run_1/ff_map.png
Scale: 4 px per µm.
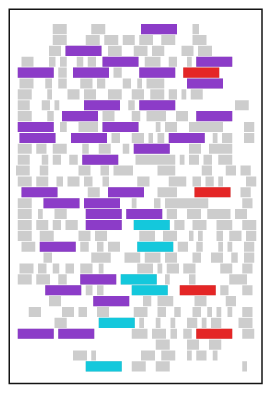
run_1/closeup.png
Region (19, 34) to (44, 59) µm. Cells in grey, sequential cells in the stronger grey; small squares are vias.
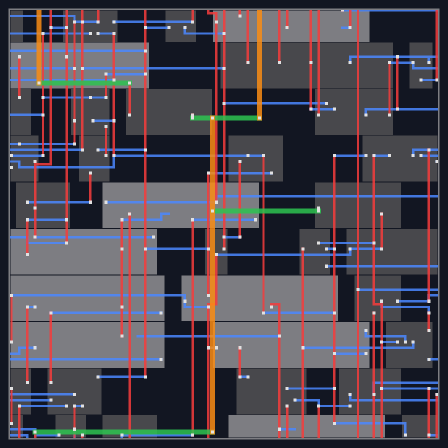
run_1/congestion_map.png
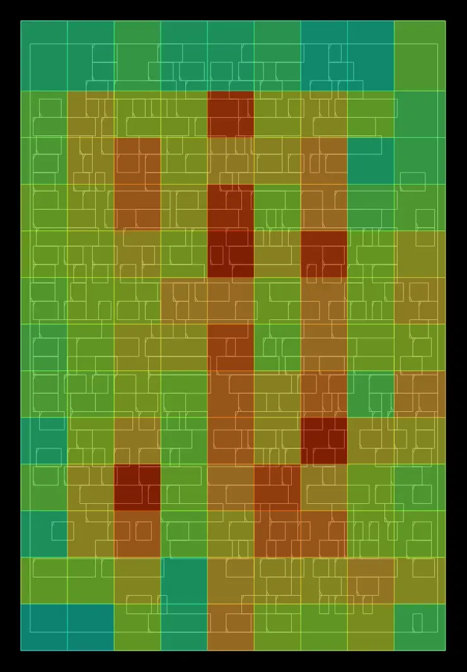
==> src/rtl/multicycle_ctrl.sv <==
// multicycle_ctrl
//   Control FSM for a multicycle CPU datapath. One instruction is sequenced at a
//   time. The FSM reads the decoder opcode and the ALU zero flag, and it drives
//   every datapath strobe. Outputs are decoded from the current state (Moore),
//   with one exception: pc_write in BRANCH also depends on alu_zero.
//   Illegal opcodes and HALT park the FSM in HALT until reset. A counter tracks
//   retired instructions.
// Ports
//   clk, rst_n            clock, asynchronous active-low reset
//   run                   allow the next fetch; sampled in IDLE and retire states
//   opcode[5:0]           opcode from the instruction decoder
//   alu_zero              ALU zero flag
//   select_ins            IorD (0 = PC, 1 = ALU output)
//   reg_write, reg_dst    register-file write enable, destination (0 = Rt, 1 = Rd)
//   alu_src_a, alu_src_b  ALU operand selects
//   mem_write, mem_to_reg data-memory write enable, write-back source
//   beq                   branch sense (1 = on zero, 0 = on not-zero)
//   pc_src, pc_write      PC source select, PC load enable
//   ir_write              instruction-register load enable
//   state[3:0]            current state, for debug
//   halted                high in HALT
//   instr_count           retired-instruction count, wraps modulo 2^CNT_W
module multicycle_ctrl #(
  parameter int         CNT_W   = 32,
  parameter logic [5:0] OP_LW   = 6'b100000,
  parameter logic [5:0] OP_SW   = 6'b100001,
  parameter logic [5:0] OP_BEQ  = 6'b110000,
  parameter logic [5:0] OP_BNE  = 6'b110001,
  parameter logic [5:0] OP_JMP  = 6'b110010,
  parameter logic [5:0] OP_HALT = 6'b111111
) (
  input  logic             clk,
  input  logic             rst_n,
  input  logic             run,
  input  logic [5:0]       opcode,
  input  logic             alu_zero,
  output logic             select_ins,
  output logic             reg_write,
  output logic             reg_dst,
  output logic             alu_src_a,
  output logic [1:0]       alu_src_b,
  output logic             mem_write,
  output logic             mem_to_reg,
  output logic             beq,
  output logic [1:0]       pc_src,
  output logic             pc_write,
  output logic             ir_write,
  output logic [3:0]       state,
  output logic             halted,
  output logic [CNT_W-1:0] instr_count
);

  typedef enum logic [3:0] {
    S_IDLE     = 4'd0,
    S_FETCH    = 4'd1,
    S_DECODE   = 4'd2,
    S_EXEC_R   = 4'd3,
    S_EXEC_I   = 4'd4,
    S_MEM_ADDR = 4'd5,
    S_MEM_RD   = 4'd6,
    S_MEM_WB   = 4'd7,
    S_MEM_WR   = 4'd8,
    S_ALU_WB   = 4'd9,
    S_BRANCH   = 4'd10,
    S_JUMP     = 4'd11,
    S_HALT     = 4'd12
  } state_t;

  state_t           r_state;
  state_t           w_next;
  logic [5:0]       r_op_q;
  logic [CNT_W-1:0] r_cnt;
  logic             w_retire;
  logic             w_is_rtype;
  logic             w_beq_op;
  logic             w_taken;

  // The R-type/I-type distinction is carried from DECODE to ALU_WB through
  // op_q, because the opcode input is not guaranteed to hold steady.
  assign w_is_rtype = (r_op_q[5:4] == 2'b00);
  assign w_beq_op   = (r_op_q == OP_BEQ);
  assign w_taken    = w_beq_op ? alu_zero : ~alu_zero;

  // Each retire state lasts exactly one cycle, so counting in the retire
  // state counts the transition out of it.
  assign w_retire = (r_state == S_ALU_WB) || (r_state == S_MEM_WB) ||
                    (r_state == S_MEM_WR) || (r_state == S_BRANCH) ||
                    (r_state == S_JUMP);

  always_ff @(posedge clk or negedge rst_n) begin
    if (!rst_n) begin
      r_state <= S_IDLE;
      r_op_q  <= 6'd0;
      r_cnt   <= '0;
    end else begin
      r_state <= w_next;
      if (r_state == S_DECODE) r_op_q <= opcode;
      if (w_retire) r_cnt <= r_cnt + CNT_W'(1);
    end
  end

  always_comb begin
    w_next     = r_state;
    select_ins = 1'b0;
    reg_write  = 1'b0;
    reg_dst    = 1'b0;
    alu_src_a  = 1'b0;
    alu_src_b  = 2'b00;
    mem_write  = 1'b0;
    mem_to_reg = 1'b0;
    beq        = 1'b0;
    pc_src     = 2'b00;
    pc_write   = 1'b0;
    ir_write   = 1'b0;
    halted     = 1'b0;
    case (r_state)
      S_IDLE: w_next = run ? S_FETCH : S_IDLE;
      S_FETCH: begin
        ir_write  = 1'b1;
        alu_src_b = 2'b01;
        pc_write  = 1'b1;
        w_next    = S_DECODE;
      end
      S_DECODE: begin
        if (opcode[5:4] == 2'b00)                     w_next = S_EXEC_R;
        else if (opcode[5:4] == 2'b01)                w_next = S_EXEC_I;
        else if (opcode == OP_LW || opcode == OP_SW)  w_next = S_MEM_ADDR;
        else if (opcode == OP_BEQ || opcode == OP_BNE) w_next = S_BRANCH;
        else if (opcode == OP_JMP)                    w_next = S_JUMP;
        else                                          w_next = S_HALT;
      end
      S_EXEC_R: begin
        alu_src_a = 1'b1;
        w_next    = S_ALU_WB;
      end
      S_EXEC_I: begin
        alu_src_a = 1'b1;
        alu_src_b = 2'b10;
        w_next    = S_ALU_WB;
      end
      S_MEM_ADDR: begin
        alu_src_a = 1'b1;
        alu_src_b = 2'b10;
        w_next    = (r_op_q == OP_LW) ? S_MEM_RD : S_MEM_WR;
      end
      S_MEM_RD: w_next = S_MEM_WB;
      S_MEM_WB: begin
        reg_write  = 1'b1;
        mem_to_reg = 1'b1;
        w_next     = run ? S_FETCH : S_IDLE;
      end
      S_MEM_WR: begin
        mem_write = 1'b1;
        w_next    = run ? S_FETCH : S_IDLE;
      end
      S_ALU_WB: begin
        reg_write = 1'b1;
        reg_dst   = w_is_rtype;
        alu_src_a = 1'b1;
        alu_src_b = w_is_rtype ? 2'b00 : 2'b10;
        w_next    = run ? S_FETCH : S_IDLE;
      end
      S_BRANCH: begin
        alu_src_a = 1'b1;
        pc_src    = 2'b10;
        beq       = w_beq_op;
        pc_write  = w_taken;
        w_next    = run ? S_FETCH : S_IDLE;
      end
      S_JUMP: begin
        pc_src   = 2'b10;
        pc_write = 1'b1;
        w_next   = run ? S_FETCH : S_IDLE;
      end
      S_HALT: begin
        halted = 1'b1;
        w_next = S_HALT;
      end
      default: w_next = S_HALT;
    endcase
  end

  assign state       = r_state;
  assign instr_count = r_cnt;

endmodule

==> config.mk <==
export PLATFORM = sky130hd
export DESIGN_NAME = multicycle_ctrl
export DESIGN_NICKNAME = d
export VERILOG_FILES = /design/src/rtl/multicycle_ctrl.sv
export SDC_FILE = /design/constraint.sdc
export NUM_CORES = 1
export LEC_CHECK = 0
export CELL_PAD_IN_SITES_DETAIL_PLACEMENT = 1
export CELL_PAD_IN_SITES_GLOBAL_PLACEMENT = 1
export CORE_ASPECT_RATIO = 1.5
export CORE_UTILIZATION = 40
export DETAILED_ROUTE_END_ITERATION = 12
export PLACE_DENSITY = 0.84
export SYNTH_ARGS = -nofsm -noshare
export SYNTH_HDL_FRONTEND = slang
export SYNTH_SLANG_ARGS = --single-unit
==> constraint.sdc <==
create_clock -name clk -period 3.35 [get_ports clk]
set_input_delay 0.5025 -clock clk [delete_from_list [all_inputs] [get_ports clk]]
set_output_delay 0.5025 -clock clk [all_outputs]
set_load 0.1 [all_outputs]
==> flow_results.org, run 1 <==
* Flow results

** Status
- The run finished with clean final reports.

** Global route
- In the global route stage, overall resource usage came out at 0.205.
- Initial antenna violation count :: 0
- The via count of the first global-routing pass was 1944.
- Global-route wire length before repair :: 9.28 mm
- Remaining global-route overflow :: 0
- Pin count of the biggest net entering global routing :: 43

** Layout
- In the finished layout, the clock tree contains a buffer count of 5.
- The multi-input combinational cells in the finished layout cover a total of 1140 µm².
- Count of multi-input combinational gates :: 155
- According to the finish report, the design has a final net count of 275.
- The layout summary lists the proportion of cells stronger than drive strength 1 as 0.189.
- Area added between synthesis and finish :: 31.7%
- In the layout the commonest cells are sky130_fd_sc_hd__dfrtp_1, sky130_fd_sc_hd__clkdlybuf4s50_1, sky130_fd_sc_hd__xnor2_1.
- Number of inserted diodes :: 0
- Per the final report, the share of cell area in clock cells is 0.0373.
- Leaving out the clock tree, the finished layout contains an inverter count of 2.
- The finished layout holds 333 standard cells, fillers aside.
- Largest contributor to cell area by class :: multi-input combinational cells
- Fraction of area in multi-input gates :: 0.389
- Sequential fraction of total cell area :: 0.360
- Dominant logic cell type in the layout :: sky130_fd_sc_hd__dfrtp_1
- Flip-flops :: 42
- Per the final report, the share of cell area in non-clock buffers is 0.182.
- The finished cells cover 2920 µm².
- Number of non-clock buffers :: 58
- After filler insertion, the fill cell instance count of the layout stands at 595.

** Floorplan
- Per the OpenROAD floorplan log, the width of the die is 62.8 µm.
- Per the OpenROAD floorplan log, the area of the core is 5250 µm².
- Fp util :: 0.423
- Vertical die size :: 93.2 µm
- The report lists the number of standard-cell rows as 32.
- For this floorplan the total number of well-tap instances is 68.
- Number of ports placed on the die boundary :: 60
- Full die area :: 5850 µm²

** Critical path
- Endpoint class of the critical path :: primary output
- Arrival time at the worst endpoint :: 1.94 ns
- Number of cell instances on the worst register-to-register path :: 4
- Critical path data required time :: 2.85 ns
- CP delay by family, top :: buffers and inverters
- In this run the number of cells on the critical path is 1.
- STA lists the maximum fanout along the critical path as 6.
- OpenSTA lists the critical path startpoint as instr_count[9].
- Critical path cell sequence :: clkdlybuf4s50_1
- The timing report shows that the slowest cell on the worst path is sky130_fd_sc_hd__clkdlybuf4s50_1.
- Combined buffer and inverter count along the critical path :: 1
- Crit path kind :: register to primary output
- Origin of the critical flop-to-flop path :: state[3]
- Longest individual stage delay on the worst path :: 1.18 ns
- Element type at the critical path start :: register

** CTS
- Number of hold-repair buffers added at the cts stage :: 0
- Post-CTS Setup Inserts :: 0
- The registers of the reported paths see a clock transition of 0.09 ns.
- CTS added clock buffers totalling 5.
- Post-CTS repair changed the size of 0 cells.
- Clk latency late pin :: 0.30 ns
- Looking at the clock tree report, the H-tree level count equals 2.
- Buffer type at the clock tree root :: sky130_fd_sc_hd__clkbuf_8
- CTS tree :: done
- The longest clock path from root to sink contains 2 buffers.
- According to the CTS report, the clock sink count is 42.

** Timing
- Final number of hold-violating endpoints :: 0
- Max-slew violation count :: 0
- RSZ-0062 raised after global routing :: false
- In the finished design, the share of the clock period the worst path needs comes to 0.730.
- Number of failing setup endpoints in the final timing report :: 0
- Final Critical Period :: 2.45 ns
- The most critical hold endpoint after final layout shows a slack of 0.331 ns.
- Clock skew on the completed layout was measured at 0.0107 ns.
- Summed over all failing endpoints, the final setup total negative slack is 0 ns.
- Slew at the pin with the worst max-slew slack :: 0.989 ns
- Maximum clock frequency :: 409 MHz
- After layout, the worst setup slack is 0.903 ns.
- The worst pin sits at a relative slew slack of 0.339.

** Power and ir drop
- Internal power of the cells :: 1.16 mW
- The leakage power in the latest report is 1.22 nW.
- The clock network power reported by the tool is 0.396 mW.
- The script computed a power per unit cell area of 861 nW/µm².
- Sw power :: 1.35 mW
- The power report attributes to the combinational group a share of 0.545.
- The share of total power dissipated in sequential elements is 0.298.
- Clock network fraction of design power :: 0.157
- Total power for the finished layout comes to 2.51 mW.
- Comb group :: 1.37 mW
- Switching part of the total :: 0.538
- Highest-power group :: combinational cells
- Looking at the VDD voltage map, the peak drop is 0.000292 V.

** Route
- Routed vias/inst :: 5.31
- Residual DRC :: 0
- Number of optimization iterations in the first detailed-route pass :: 3
- Starting DRT DRC Count :: 45
- Via count :: 1769
- In this run the remaining antenna-violating nets after routing total 0.
- Routed wire length :: 5.46 mm

** Synth
- Looking at the cell usage after synthesis, the top flip-flop cell is sky130_fd_sc_hd__dfrtp_1.
- Synth Cell Area :: 2220 µm²
- Each instance of the synthesized netlist takes up on average 10.5 µm².
- Per the synthesis report, the number of distinct cell types is 46.
- For this run, the register share of the synthesized area comes to 0.474.
- Total of flip-flops plus latches after synthesis :: 42
- Share of flip-flops with an asynchronous set or reset :: 1.00
- In this run, synthesis inferred 0 flip-flops with an integrated enable.
- For this run, the chip area from Yosys synthesis comes to 2220 µm².
- The synth_stat.txt file lists the number of cells as 212.
- The synthesis report lists the Yosys warning total as 0.
- The synthesized instance count is 212.

** Placed design
- Count of input and output buffers :: 57
- Total placed cells including tap cells :: 325
- Summed over all nets, the half-perimeter wirelength after detailed placement is 4.04 mm.
- Routability congestion estimate :: 0.742
- Before CTS, the worst setup slack after placement is 0.917 ns.
- After detailed placement, the total cell area comes to 2810 µm².

** Flow run
- OpenROAD warning count :: 27
- # Max-Cap Violations :: 0

** Min path
- Min-Delay Path Class :: input port to asynchronous set/reset pin
## Picture notes: ff_map.png
colour	netlist name	flops
purple	instr_count	32
red	state	4
cyan	r_op_q	6
Reg area: 1050 µm²
power dissipated in sequential cells: 0.748 mW

## Picture notes: closeup.png
colour	layer
red	M2
blue	M1
green	M3
orange	M4
sequential cells in the window	9
most frequent	dfrtp_1 (9), nand3_1 (4), xnor2_1 (3)
cells with their middle in the window	32
netlist names of flops here include	instr_count (7), r_op_q (2)

## Picture notes: congestion_map.png
drt wl/cell: 16.4 µm
Global Route met1 Usage: 0.222
GRT met3 Usage: 0.0341
Final Core Density: 0.557
GR met2 Demand/Resource: 0.397

==> run 1: cell usage after synthesis (all sizes together), types with 3 or more instances <==
master | instances | area (µm²)
nor2 | 10 | 37.5
and3 | 6 | 37.5
nor4 | 4 | 25.0
and2 | 3 | 18.8
mux2 | 7 | 78.8
nand3 | 15 | 75.1
nand2b | 5 | 31.3
buf | 8 | 61.3
nand4 | 13 | 81.3
xnor2 | 27 | 236
and4 | 3 | 26.3
clkbuf | 6 | 25.0
a21oi | 5 | 25.0
dfrtp | 42 | 1050
nand2 | 17 | 63.8
nor3 | 8 | 45.0
xor2 | 6 | 52.6
==> run 1: routing by layer <==
| layer | part of all wire | vias to the layer above | GRT usage |
|---|---|---|---|
| li1 | - | 852 | - |
| met1 | 0.41 | 868 | 0.222 |
| met2 | 0.54 | 41 | 0.397 |
| met3 | 0.033 | 8 | 0.0341 |
| met4 | 0.012 | 0 | 0.0659 |
| met5 | 0 | - | 0 |
==> run 1: worst paths after layout <==
path | end | slack, ns
worst max-delay path | instr_count[9] | 0.90
worst min-delay path | instr_count[0] | 0.33
worst max register to register | instr_count[24] | 0.93
worst min register to register | instr_count[31] | 0.48
max in group asynchronous | r_op_q[1] | 2.43
min in group clk | instr_count[31] | 0.48
==> run 1: cell families (layout without fill, tap and decap cells) <==
logic type / count (synthesis) / after routing / share of synthesized area
compound gates: 20 / 20 / 0.0762
xor+xnor: 33 / 33 / 0.130
fa+ha+maj: 1 / 1 / 0.00564
buf+inv: 16 / 68 / 0.0423
flops: 42 / 42 / 0.474
mux: 7 / 7 / 0.0356
other cells: 1 / 2 / 0.00169
simple gates: 92 / 92 / 0.234
==> run 1: registers in the layout, indices dropped and copies added, names as in the netlist <==
signal       count
instr_count     32
r_op_q           6
state            4
==> inputs of run 2 (changes only) <==
Settings changed: CORE_UTILIZATION 40 to 33, PLACE_DENSITY 0.84 to 0.73.
Clock period 3.35 ns to 2.2 ns, I/O delays scaled along.
==> run 2 against run 1 <==
Compared with the run above:
- first-iteration DRC count increased by 44%
- flip-flop count unchanged
- hold slack got worse by 0.24 ns
- utilization decreased by 7.6 points
- count of clock-buffer cells in the layout increased by 3
- largest cell class unchanged
==> flow_results.org, run 2 <==
* Flow results

** Layout
- Number of flip-flops under the largest register name :: 32
- Dominant logic cell type in the layout :: sky130_fd_sc_hd__buf_4
- In the final layout, the share of cells above drive strength 1 is 0.384.
- Final Core Density :: 0.481
- For this run, the script counts the antenna cells in the layout as 0.

** Global route
- Entering global routing, the biggest net connects 31 pins.
- Busiest layer in global routing :: met2
- Global routing usage summed across all routing layers :: 0.174
- GR met2 Demand/Resource :: 0.314
- Recorded from the global router log, the overflow total was 0.
- GRT met3 Usage :: 0.0368

** Power and ir drop
- Per the OpenROAD power report, leakage power amounts to 1.34 nW.
- Comb group :: 2.37 mW
- Sw power :: 2.15 mW
- The internal portion of the total power is 1.96 mW.
- Clk power :: 0.505 mW
- Sequential cell fraction of total power :: 0.300
- Highest-power group :: combinational cells

** Synth
- Synthesis area per yosys :: 2220 µm²
- Post-synth EDFFs :: 0
- The synthesized netlist handed to floorplanning was reported with a cell count of 212.
- Leading post-synthesis cells by cell area :: sky130_fd_sc_hd__dfrtp_1, sky130_fd_sc_hd__xnor2_1, sky130_fd_sc_hd__nand4_1
- Commonest cells in the synthesized netlist :: sky130_fd_sc_hd__dfrtp_1, sky130_fd_sc_hd__xnor2_1, sky130_fd_sc_hd__nand2_1
- Looking at the cell usage after synthesis, the top flip-flop cell is sky130_fd_sc_hd__dfrtp_1.
- The Yosys step of the flow raised 0 warnings.
- The synthesis stat section lists a flop and latch total of 42.
- A synthesized cell averages 10.5 µm².
- sky130_fd_sc_hd__dfrtp_1 is the most common cell in the netlist.
- Share of flip-flops with an asynchronous set or reset :: 1.00
- Distinct cell type count after synthesis :: 46

** Timing
- Worst slew slack as a fraction of its limit :: 0.525
- For this run, the final setup violation count is recorded as 0.
- Slew at the pin with the worst max-slew slack :: 0.712 ns
- Setup repair after global routing left no endpoint under its margin.
- Worst slack on hold paths :: 0.0911 ns
- Max-slew violation count :: 0
- Final Critical Period :: 2.10 ns
- Post-route period utilization is reported as 0.954.

** Critical path
- The required time at the worst endpoint is listed as 1.87 ns.
- Setup slack on the worst flop-to-flop path :: 0.30 ns
- Longest individual stage delay on the worst path :: 0.39 ns
- The startpoint identified for the worst register-to-register timing path is state[2].
- The critical path is of the register to primary output type.
- CP delay by family, top :: simple AND/OR/NAND/NOR gates
- Start point of the critical path :: r_op_q[1]
- The data arrival time reported for the critical path is 1.77 ns.
- Max fanout on the critical path was recorded as 2.
- Logic depth along the worst register-to-register path is recorded as 5.

** Flow run
- The logs give a warning total of 27.
- Max-cap violations in this run came to 0.

** CTS
- The registers of the reported paths see a clock transition of 0.08 ns.
- The clock H-tree reported by CTS has 2 levels.
- Buffer type at the clock tree root :: sky130_fd_sc_hd__clkbuf_8
- As reported, the later end of the worst-skew pair has a clock insertion delay of 0.29 ns.

** Floorplan
- At the floorplan stage, the core utilization is reported as 0.342.
- The core region is 6490 µm².
- Die Width :: 68.9 µm
- Vertical die size :: 102 µm
- According to the floorplan log, the row count is 36.
- Full die area :: 7060 µm²

** Route
- Number of optimization iterations in the first detailed-route pass :: 4
- The routed layout has 1828 vias.
- Met1 routed wirelength after detailed routing :: 2.09 mm
- Routed vias/inst :: 5.27
- The wire length recorded after detailed routing is 5.52 mm.
- Detailed route wirelength on metal2 :: 3.10 mm

** Status
- The flow ran to the end, and the final reports show no timing, DRC or antenna violations.

** Placed design
- Detailed placement reports a standard cell area of 3020 µm².
- Prior to clock tree synthesis, the placed netlist has a worst setup slack of 0.295 ns.
- Post-DP HPWL :: 4.14 mm
- Routability congestion estimate :: 0.776
- Count of input and output buffers :: 57
## run 2: cell count changes in the layout (fill, tap and decap cells not counted), moves of 4 or more
| cell | before | now |
|---|---|---|
| sky130_fd_sc_hd__dfrtp_4 | 0 | 4 |
| sky130_fd_sc_hd__clkdlybuf4s50_1 | 39 | 8 |
| sky130_fd_sc_hd__dfrtp_2 | 0 | 11 |
| sky130_fd_sc_hd__buf_12 | 0 | 12 |
| sky130_fd_sc_hd__dfrtp_1 | 42 | 27 |
| sky130_fd_sc_hd__buf_4 | 18 | 43 |
## run 2: cell type report
type | count | area (µm²)
fillers | 727 | 3370
well taps | 76 | 95.1
flip-flops and latches | 42 | 1080
repair buffers | 64 | 648
clock buffers | 8 | 90.1
multi-input cells | 155 | 1200
inverters | 2 | 7.51
## run 2: cells by family after synthesis
kind of cell / Yosys count / synth area share
buffers and inverters: 16 / 0.0423
flip-flops: 42 / 0.474
AND/OR/NAND/NOR: 92 / 0.234
XOR/XNOR: 33 / 0.130
multiplexers: 7 / 0.0356
adder cells (fa/ha/maj): 1 / 0.00564
other: 1 / 0.00169
AND-OR/OR-AND: 20 / 0.0762
## run 2: per-stage QoR
stage	total power, mW	cells
2_1_floorplan	3.09	213
3_3_place_gp	3.60	338
3_5_place_dp	3.63	338
4_1_cts	4.15	347
5_1_grt	4.32	347
6_report	4.11	347
## run 2: how the worst max path moves through the flow
stage / endpoint / cells after the start
3_3_place_gp: pc_write / 5
4_1_cts: beq / 5
6_report: beq / 5
5_1_grt: beq / 5
3_5_place_dp: pc_write / 5
2_1_floorplan: alu_src_b[0] / 4
## run 2: repair_timing
item	in CTS	in global routing
pin swaps	1	1
setup buffers	1	0
setup endpoints to repair	1	2
gates resized	0	1
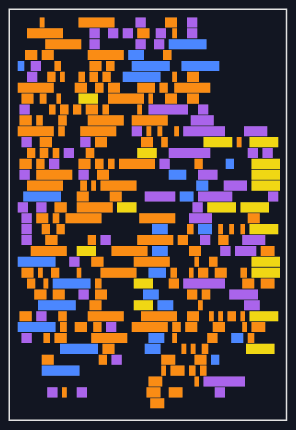
run_2/sizing.png
Scale: 4 px per µm.
colour	size	cells
yellow	x6 and larger	18
orange	x1 and smaller	167
blue	x2	27
purple	x3 and x4	59
design area: 3120 µm²
number of non-clock buffers: 64
worst path setup slack after routing: 0.101 ns
area added between synthesis and finish: 40.7%

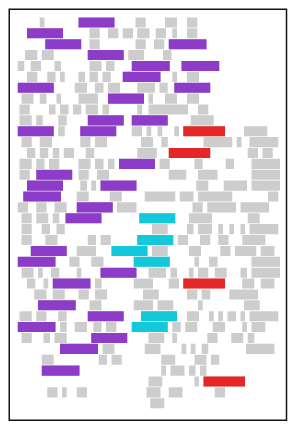
run_2/ff_map.png
Scale: 4 px per µm.
power dissipated in sequential cells: 1.23 mW
Reg area: 1080 µm²

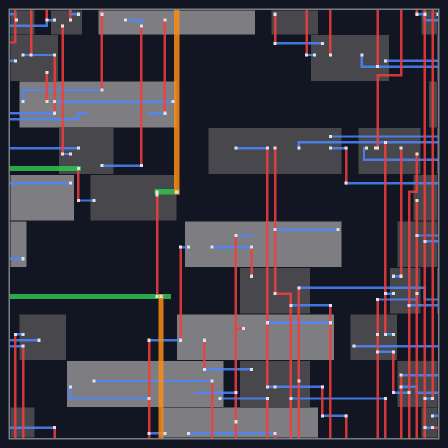
run_2/closeup.png
Region (22, 39) to (47, 64) µm. Cells in grey, sequential cells in the stronger grey; small squares are vias.
colour	layer
blue	M1
green	M3
orange	M4
red	M2
sequential cells in the window	6
netlist names of flops here include	r_op_q (4), instr_count (2)
cells with their middle in the window	23
most frequent	dfrtp_1 (6), buf_4 (3)

==> inputs of run 3 (changes only) <==
Settings changed: CORE_UTILIZATION 33 to 34, CTS_BUF_LIST set to sky130_fd_sc_hd__clkbuf_8, GPL_TIMING_DRIVEN set to 0, PLACE_DENSITY 0.73 to 0.75.
==> run 3 against run 2 <==
Compared with the run above:
- sequential share of layout area is 1.3 points lower
- area after synthesis unchanged
- flip-flop count did not move
- critical path depth is 4 lower
- final cell count up 2.0%
- hold slack improved by 0.31 ns
- synthesized cell count unchanged
- setup slack lost 0.062 ns
- combinational power up 4%
- critical path type unchanged
- highest routed layer unchanged
==> flow_results.org, run 3 <==
* Flow results

** Status
- The run finished with clean final reports.

** Critical path
- Origin of the critical flop-to-flop path :: state[3]
- At the worst endpoint, the arrival time is 1.83 ns.
- Number of cell instances on the worst register-to-register path :: 6
- CP delay by family, top :: buffers and inverters
- Destination of the worst register-to-register timing path :: instr_count[28]
- Critical path data required time :: 1.87 ns
- Crit path kind :: register to primary output
- Longest individual stage delay on the worst path :: 1.14 ns
- Looking at the critical path, the single cell with the biggest stage delay is sky130_fd_sc_hd__clkdlybuf4s50_1.
- Highest net fanout along the worst path :: 5
- STA classifies the critical path endpoint as a primary output.
- Critical path cell sequence :: clkdlybuf4s50_1
- Setup slack on the worst flop-to-flop path :: 0.20 ns
- Combined buffer and inverter count along the critical path :: 1

** Synth
- The most frequently used library cell after synthesis is sky130_fd_sc_hd__dfrtp_1.
- The cell type that accounts for the most area after synthesis is sky130_fd_sc_hd__dfrtp_1.
- Number of warnings printed during yosys synthesis :: 0
- Post-synth EDFFs :: 0
- In this run the cell area of the synthesized design comes to 2220 µm².
- Synthesis area per yosys :: 2220 µm²
- The number of different library cells used by synthesis comes to 46.
- Yosys cell count :: 212
- Post-synthesis sequential area ratio :: 0.474
- Ranked by total cell area, the synthesized netlist is headed by sky130_fd_sc_hd__dfrtp_1, sky130_fd_sc_hd__xnor2_1, sky130_fd_sc_hd__nand4_1.
- Yosys top cell area share :: 0.474
- Yosys reports that the most numerous cell types are sky130_fd_sc_hd__dfrtp_1, sky130_fd_sc_hd__xnor2_1, sky130_fd_sc_hd__nand2_1.
- Share of flip-flops with an asynchronous set or reset :: 1.00
- Synthesized area divided by synthesized cell count :: 10.5 µm²
- For this run, the leading register cell type out of synthesis is sky130_fd_sc_hd__dfrtp_1.

** Placed design
- The placement summary gives the final routability congestion estimate as 0.739.
- STA on the placed design reports a worst setup slack of -0.608 ns.
- Once detailed placement completed, the half-perimeter wirelength came to 4.14 mm.
- Count of input and output buffers :: 57

** Min path
- Min-Delay Path Class :: input port to asynchronous set/reset pin

** CTS
- CTS clock-pin slew for the worst setup and hold paths :: 0.08 ns
- H-tree levels :: 2
- CTS Buf Count :: 5
- Buffer type at the clock tree root :: sky130_fd_sc_hd__clkbuf_8
- Clk latency late pin :: 0.29 ns
- Number of sinks on the clock net :: 42
- TritonCTS built the clock tree.
- No sink is reached through more buffers than the 2 on the longest clock path.
- Post-CTS Setup Inserts :: 0

** Global route
- The via count of the first global-routing pass was 1924.
- For this run, global-route usage on met2 was measured as 0.323.
- Remaining global-route overflow :: 0
- The first global-routing pass estimated 9.11 mm of wire.
- Initial antenna violation count :: 0
- Entering global routing, the biggest net connects 37 pins.

** Timing
- Worst slew slack as a fraction of its limit :: 0.349
- The pin closest to its max-slew limit shows a slew of 0.974 ns.
- Counting endpoints that fail hold in the final report gives 0.
- After routing, the total negative slack on setup checks comes to 0 ns.
- Clock skew on the completed layout was measured at 0.00645 ns.
- Setup repair after global routing could not meet its margin everywhere.
- Final worst-path cycle share :: 0.982
- Maximum clock frequency :: 463 MHz
- After layout, the minimum clock period comes to 2.16 ns.
- Per the final report, max-transition violations number 0.
- In the final report, the number of endpoints failing setup comes to 0.

** Layout
- Per the final report, the share of cell area in clock cells is 0.0340.
- After layout, the clock buffer instance count stands at 5.
- After filler insertion, the fill cell instance count of the layout stands at 706.
- Total area of multi-input combinational cells :: 1220 µm²
- In the final layout, flip-flops and latches occupy 1080 µm².
- Number of inserted diodes :: 0
- In the layout the commonest cells are sky130_fd_sc_hd__xnor2_1, sky130_fd_sc_hd__dfrtp_1, sky130_fd_sc_hd__nand2_1, sky130_fd_sc_hd__dlygate4sd2_1, sky130_fd_sc_hd__clkdlybuf4s50_1.
- Sequential fraction of total cell area :: 0.333
- Counting the inverters off the clock network in the layout gives 2.
- Portion of the layout cell area used by non-clock buffers :: 0.226
- Largest contributor to cell area by class :: multi-input combinational cells
- In the finished design the tool counted flip-flops and latches totalling 42.
- # nets final :: 290
- Multi-input combinational cells in the finished layout were counted as 155.
- The register with the most flip-flops in the layout has 32 of them.

** Floorplan
- Tapcell Cnt :: 74
- The region available for standard cell placement spans 6220 µm².
- The overall die size recorded for this design is 6850 µm².
- Total number of placement rows :: 35
- Pin placement for this block handled 60 I/O pins.
- Die Width :: 67.9 µm
- Vertical die size :: 101 µm
- For this configuration, the core starts out at a cell density of 0.357.

** Flow run
- The number of warnings reported in the stage logs is 29.
- # Max-Cap Violations :: 0

** Route
- The routed layout reports a DRC error count of 0.
- Drt wl/cell :: 15.7 µm
- After detailed routing, the met3 layer carries 202 µm of wire.
- In the post-route report, total wirelength is listed as 5.54 mm.
- Nets still carrying antenna violations after routing amount to 0.
- Starting DRT DRC Count :: 57
- Met1 routed wirelength after detailed routing :: 2.19 mm
- Per the detail_route log, the uppermost layer with routed signals is met4.
- In the detailed route, the total length drawn on met2 is 3.05 mm.
- Via count :: 1863

** Power and ir drop
- The highest supply drop recorded on VDD is 0.000496 V.
- Power density normalized to cell area :: 1290 nW/µm²
- The leakage power in the latest report is 1.60 nW.
-- run 3: cell counts after synthesis --
Identical to the previous run, type by type.
-- run 3: worst max-delay path by stage --
stage / startpoint / to / slack, ns / cells past startpoint
global route: state[3] / pc_write / -0.02 / 6
global placement: r_op_q[1] / pc_write / -0.62 / 5
finish: instr_count[6] / instr_count[6] / 0.04 / 1
floorplan: state[1] / alu_src_b[0] / -0.27 / 4
CTS: r_op_q[1] / pc_write / -0.02 / 5
detailed placement: r_op_q[1] / pc_write / -0.61 / 5
-- run 3: timing repair --
item                                    in CTS  in global routing
hold buffers                                 1                  0
gates resized                               77                 24
endpoints found under the hold margin        6                  0
endpoints found under the setup margin      28                 19
-- run 3: per-stage QoR --
stage	utilization	cells	hold WS [ns]	power [mW]	cell area [µm²]
3_3_place_gp	0.498	344	0.458	3.56	3090
4_1_cts	0.513	354	0.406	4.16	3190
6_report	0.521	354	0.405	4.16	3240
2_1_floorplan	-	213	0.0344	3.09	2430
5_1_grt	0.521	354	0.413	4.36	3240
3_5_place_dp	0.500	345	0.180	3.60	3110
-- run 3: kinds of logic (layout without fill, tap and decap cells) --
| family | count (synthesis) | in the layout | synth area share |
|---|---|---|---|
| XOR/XNOR | 33 | 33 | 0.130 |
| buffers and inverters | 16 | 83 | 0.0423 |
| other | 1 | 2 | 0.00169 |
| AND-OR/OR-AND | 20 | 20 | 0.0762 |
| flip-flops | 42 | 42 | 0.474 |
| AND/OR/NAND/NOR | 92 | 92 | 0.234 |
| multiplexers | 7 | 7 | 0.0356 |
| adder cells (fa/ha/maj) | 1 | 1 | 0.00564 |
-- run 3: where the power goes --
group	total [mW]	internal [mW]	switching (mW)
Clock	0.597	0.334	0.263
Combinational	2.46	0.716	1.74
Sequential	1.11	0.935	0.177
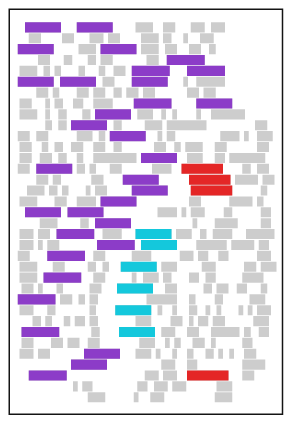
run_3/ff_map.png
Scale: 4 px per µm.
colour	netlist name	flops
purple	instr_count	32
cyan	r_op_q	6
red	state	4

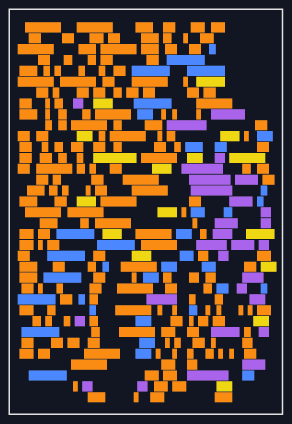
run_3/sizing.png
Scale: 4 px per µm.
design area: 3240 µm²
worst path setup slack after routing: 0.0394 ns
number of non-clock buffers: 73
area added between synthesis and finish: 46.1%

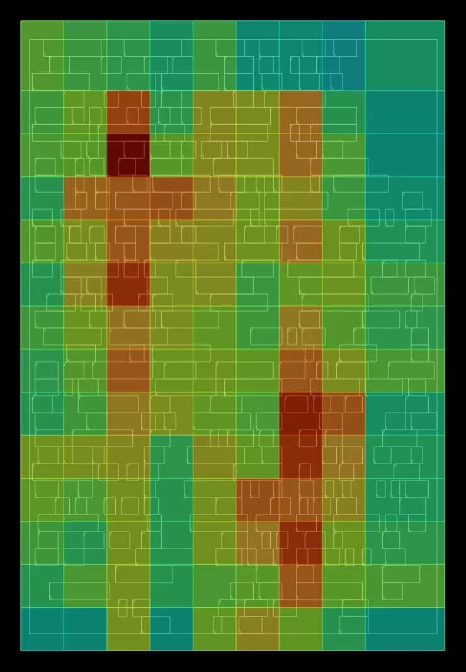
run_3/congestion_map.png
busiest layer in global routing: met2
Final Core Density: 0.521
global routing usage summed across all routing layers: 0.177
GRT met3 Usage: 0.0271
Global Route met1 Usage: 0.197

Power is estimated from default activity; no workload was simulated.
